===== config.mk =====
export PLATFORM = sky130hd
export DESIGN_NAME = ring_counter_n
export DESIGN_NICKNAME = d
export VERILOG_FILES = /design/src/rtl/ring_counter_n.sv
export SDC_FILE = /design/constraint.sdc
export NUM_CORES = 1
export LEC_CHECK = 0
export ABC_AREA = 1
export CAP_MARGIN = 20
export CELL_PAD_IN_SITES_DETAIL_PLACEMENT = 1
export CELL_PAD_IN_SITES_GLOBAL_PLACEMENT = 2
export CORE_UTILIZATION = 19
export DETAILED_ROUTE_END_ITERATION = 10
export PLACE_DENSITY = 0.91
export REMOVE_ABC_BUFFERS = 1
export SYNTH_ARGS = -nofsm -noshare
export SYNTH_HDL_FRONTEND = slang
export SYNTH_SLANG_ARGS = --single-unit

===== constraint.sdc =====
create_clock -name Phi1 -period 4.3 [get_ports Phi1]
set_input_delay 0.86 -clock Phi1 [delete_from_list [all_inputs] [get_ports Phi1]]
set_output_delay 0.86 -clock Phi1 [all_outputs]
set_load 0.01 [all_outputs]

===== src/rtl/ring_counter_n.sv =====
// Parametrised one-hot ring counter with bidirectional 0-3 step advance,
// direct load, binary position and wrap pulse; RING_ONEHOT_CHECK_EN adds Err_s1.
module ring_counter_n #(
    parameter int WIDTH     = 8,
    parameter int RESET_POS = 0,
    parameter int POSW      = $clog2(WIDTH)
) (
    input  logic             Phi1,
    input  logic             Reset_s1,
    input  logic             Enable_s1,
    input  logic             Dir_s1,
    input  logic [1:0]       Step_s1,
    input  logic             Load_s1,
    input  logic [POSW-1:0]  LoadPos_s1,
    output logic [WIDTH-1:0] state_s1,
    output logic [POSW-1:0]  Pos_s1,
    output logic             Wrap_s1
`ifdef RING_ONEHOT_CHECK_EN
    ,
    output logic             Err_s1
`endif
);

    localparam logic [POSW:0]    W_EXT   = (POSW+1)'(WIDTH);
    localparam logic [POSW-1:0]  RST_POS = POSW'(RESET_POS);
    localparam logic [WIDTH-1:0] ONE     = WIDTH'(1);

    logic [POSW-1:0] r_pos;
    logic            r_wrap;

    logic [POSW:0]   w_pos_ext;
    logic [POSW:0]   w_step_ext;
    logic [POSW:0]   w_load_ext;
    logic [POSW:0]   w_sum;
    logic            w_load_ok;
    logic            w_adv_wrap;
    logic [POSW-1:0] w_pos_nxt;
    logic            w_wrap_nxt;
    logic            w_bad;

    // Modular advance on POSW+1 bits so non-power-of-2 rings wrap correctly
    always_comb begin
        w_pos_ext  = {1'b0, r_pos};
        w_step_ext = {{(POSW-1){1'b0}}, Step_s1};
        w_load_ext = {1'b0, LoadPos_s1};
        w_load_ok  = (w_load_ext < W_EXT);
        w_adv_wrap = 1'b0;
        w_sum      = '0;
        if (!Dir_s1) begin
            w_sum = w_pos_ext + w_step_ext;
            if (w_sum >= W_EXT) begin
                w_sum      = w_sum - W_EXT;
                w_adv_wrap = 1'b1;
            end
        end else if (w_pos_ext < w_step_ext) begin
            w_sum      = w_pos_ext + W_EXT - w_step_ext;
            w_adv_wrap = 1'b1;
        end else begin
            w_sum = w_pos_ext - w_step_ext;
        end
    end

    always_comb begin
        w_pos_nxt  = r_pos;
        w_wrap_nxt = 1'b0;
        if (w_bad) begin
            w_pos_nxt = RST_POS;
        end else if (Load_s1) begin
            if (w_load_ok) begin
                w_pos_nxt = LoadPos_s1;
            end
        end else if (Enable_s1) begin
            w_pos_nxt  = POSW'(w_sum);
            w_wrap_nxt = w_adv_wrap;
        end
    end

    always_ff @(posedge Phi1) begin
        if (Reset_s1) begin
            r_pos  <= RST_POS;
            r_wrap <= 1'b0;
        end else begin
            r_pos  <= w_pos_nxt;
            r_wrap <= w_wrap_nxt;
        end
    end

`ifdef RING_ONEHOT_CHECK_EN
    logic [WIDTH-1:0] r_state;
    logic             r_err;

    // Separate state register so upsets in the select lines are detectable
    assign w_bad = (r_state == '0) || ((r_state & (r_state - ONE)) != '0);

    always_ff @(posedge Phi1) begin
        if (Reset_s1) begin
            r_state <= ONE << RST_POS;
            r_err   <= 1'b0;
        end else begin
            r_state <= ONE << w_pos_nxt;
            if (w_bad || (Load_s1 && !w_load_ok)) begin
                r_err <= 1'b1;
            end
        end
    end

    assign state_s1 = r_state;
    assign Err_s1   = r_err;
`else
    assign w_bad    = 1'b0;
    assign state_s1 = ONE << r_pos;
`endif

    assign Pos_s1  = r_pos;
    assign Wrap_s1 = r_wrap;

endmodule


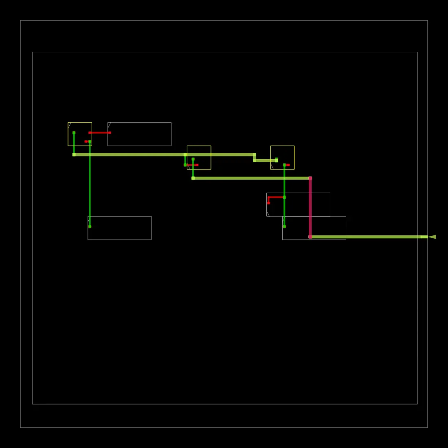
Fig. 1. Clock routing.
CTS Buf Count: 3
clk_skew: 0.1495 ps
Clk. pwr: 0.0456 mW
clock buffers: 3
Insertion Delay late pin: 230 ps

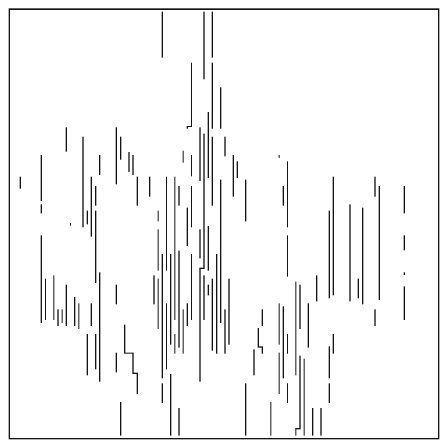
Fig. 2. Signal wires on met2.
main direction = vertical
wire length on this layer = 582 µm
longest straight run = 15.6 µm

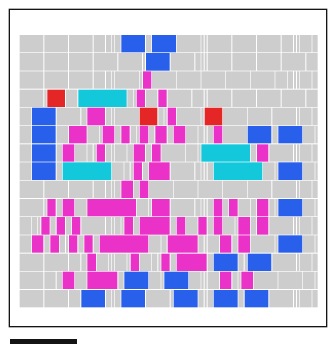
Fig. 3. Cell classes on the final placement.
Bar = 10 µm. Fill, decap, tap and diode cells in gray.
clock-net drivers -> red  # cells 3
remaining buffers and delay cells -> blue  # cells 21
remaining logic cells -> magenta  # cells 54
registers -> cyan  # cells 4

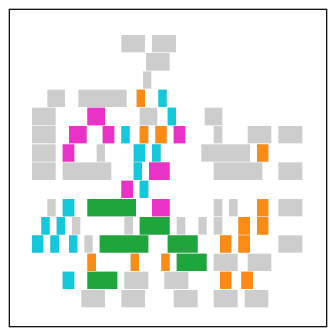
Fig. 4. Gate-type map.
nand cells -> cyan  # cells 14, most used nand2_1
nor cells -> orange  # cells 14, most used nor3_1
aoi and oai cells -> magenta  # cells 8
fa/ha/maj cells -> green  # cells 6, most used ha_1, where bottom middle
multi-input gate share of total cell area: 0.4031
Non-Filler Instances: 107
dominant logic cell type in the layout: clkdlybuf4s50_1

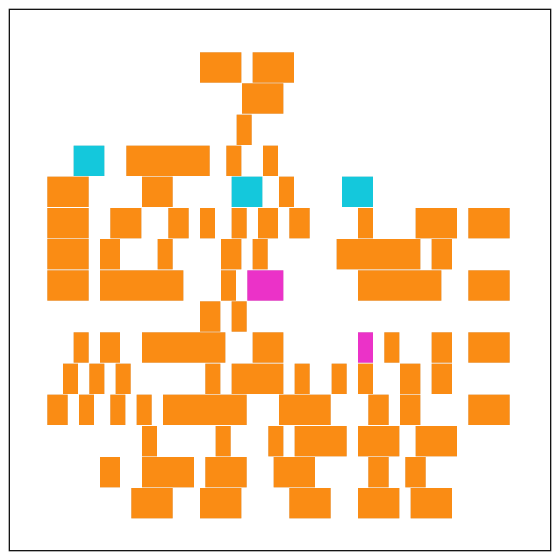
Fig. 5. Drive-strength map.
x2 -> magenta  # cells 2, share 2.4%
x1 and smaller -> orange  # cells 77, share 94%, most used clkdlybuf4s50_1
x3 and x4 -> cyan  # cells 3, share 3.7%, most used clkbuf_4

==> qor.yml <==
core_area_mm2: 0.001821
grt_remaining_overflow: 0
drc_errors: 0
synthDominantCellAreaShare: 0.2065
num_vias: 477
cpPeakStageDelay_ps: 580
max_slew_margin: 0.7667
simple_gate_share: 0.3129
fin_setup_tns_ps: 0
die_h_um: 47.18
grt_max_degree: 10
highest_layer: "met4"
die_w_um: 47.18
routed_wl_um: 1187
place_hpwl_um: 1020
antenna_found_initial: 0
fp_util: 0.2131
power_frac_comb: 0.371
final_util: 0.3581
grt_pass1_vias: 483
worst_setup_path_end_kind: "primary output"
syn_area_um2: 387.9
period_needed_ps: 2656
cts-resized-gates: 0
met1_length_um: 517
status: "finished, final reports clean"
p_leak_nw: 0.2858
ff2ff_setup_slack_ps: 2610
drv_cap: 0
ctsHoldBuffers: 0
drtIter0Drc: 5
setup_viol: 0
worst_slew_pin_slew_ps: 349.5
grt_pass1_wl_um: 2132
ys_ff: 4
nets: 100
compound_area_frac: 0.1323
rsz0062_at_grt: "false"
io_buffers: 21
adder_share: 0.2323
## worst paths after layout
path | start | end | depth (start not counted)
worst min-delay path | Pos_s1[2]$_SDFFE_PP0P_ | Pos_s1[2]$_SDFFE_PP0P_ | 2
worst min register to register | Pos_s1[2]$_SDFFE_PP0P_ | Pos_s1[2]$_SDFFE_PP0P_ | 2
worst max-delay path | Pos_s1[1]$_SDFFE_PP0P_ | state_s1[3] | 3
worst max register to register | Pos_s1[0]$_SDFFE_PP0P_ | Pos_s1[2]$_SDFFE_PP0P_ | 8
## critical path: cells and delay by family (launching register included)
kind / cells / cell delay [ps]
simple gates: 1 / 240
flops: 1 / 520
buf+inv: 2 / 810
## layout make-up
cell class	instances	area (µm²)
Clock buffer	3	22.52
Fill cell	236	1169
Inverter	12	45.04
Multi-Input combinational cell	42	262.8
Sequential cell	4	80.08
Tap cell	25	31.28
Timing Repair Buffer	21	210.2
## routing by layer
| metal | global-route usage | vias to the layer above |
|---|---|---|
| li1 | - | 238 |
| met1 | 0.1693 | 224 |
| met2 | 0.2333 | 13 |
| met3 | 0.08077 | 2 |
| met4 | 0.01714 | 0 |
| met5 | 0 | - |
## power groups by stage
stage	clock (mW)	combinational [mW]	sequential (mW)
floorplan	0	0.0244	0.0451
finish	0.0456	0.0534	0.0450
CTS	0.0478	0.0543	0.0451
detailed placement	0	0.0541	0.0457
global route	0.0515	0.0602	0.0457
global placement	0	0.0522	0.0456
## cells in the mapped netlist (all sizes together)
| cell type | count |
|---|---|
| a21oi | 3 |
| a22oi | 2 |
| dfxtp | 4 |
| fa | 2 |
| ha | 4 |
| inv | 12 |
| nand2 | 10 |
| nand3 | 4 |
| nor2 | 5 |
| nor3 | 9 |
| o211ai | 1 |
| o21ai | 2 |
## placed cells by master (no fill, tap or decap)
master / Yosys / layout
clkdlybuf4s50_1: 0 / 21
inv_1: 11 / 11
nand2_1: 10 / 10
nor3_1: 9 / 9
nor2_1: 5 / 5
dfxtp_1: 4 / 4
nand3_1: 4 / 4
ha_1: 4 / 4
clkbuf_4: 0 / 3
a22oi_1: 2 / 2
a21oi_1: 2 / 2
fa_1: 2 / 2
inv_2: 1 / 1
o211ai_1: 1 / 1
o21ai_1: 1 / 1
a21oi_2: 1 / 1
o21ai_0: 1 / 1
## cells by family after synthesis
family,count (synthesis)
AOI/OAI and AO/OA,8
adders and majority gates,6
buffers and inverters,12
DFF,4
and+or+nand+nor,28
## state kept, by name (all words and copies together) (netlist names)
name and count:
Wrap_s1 1, Pos_s1 3
## metrics by stage
step,hold slack (ps),power (mW),instances
finish,704.8,0.1440,107
global route,758.3,0.1574,107
CTS,715.2,0.1472,107
detailed placement,710.7,0.09982,104
global placement,699.4,0.09783,104
floorplan,667.0,0.06946,58
No activity file was given, so power comes from the tool's default toggle rates.
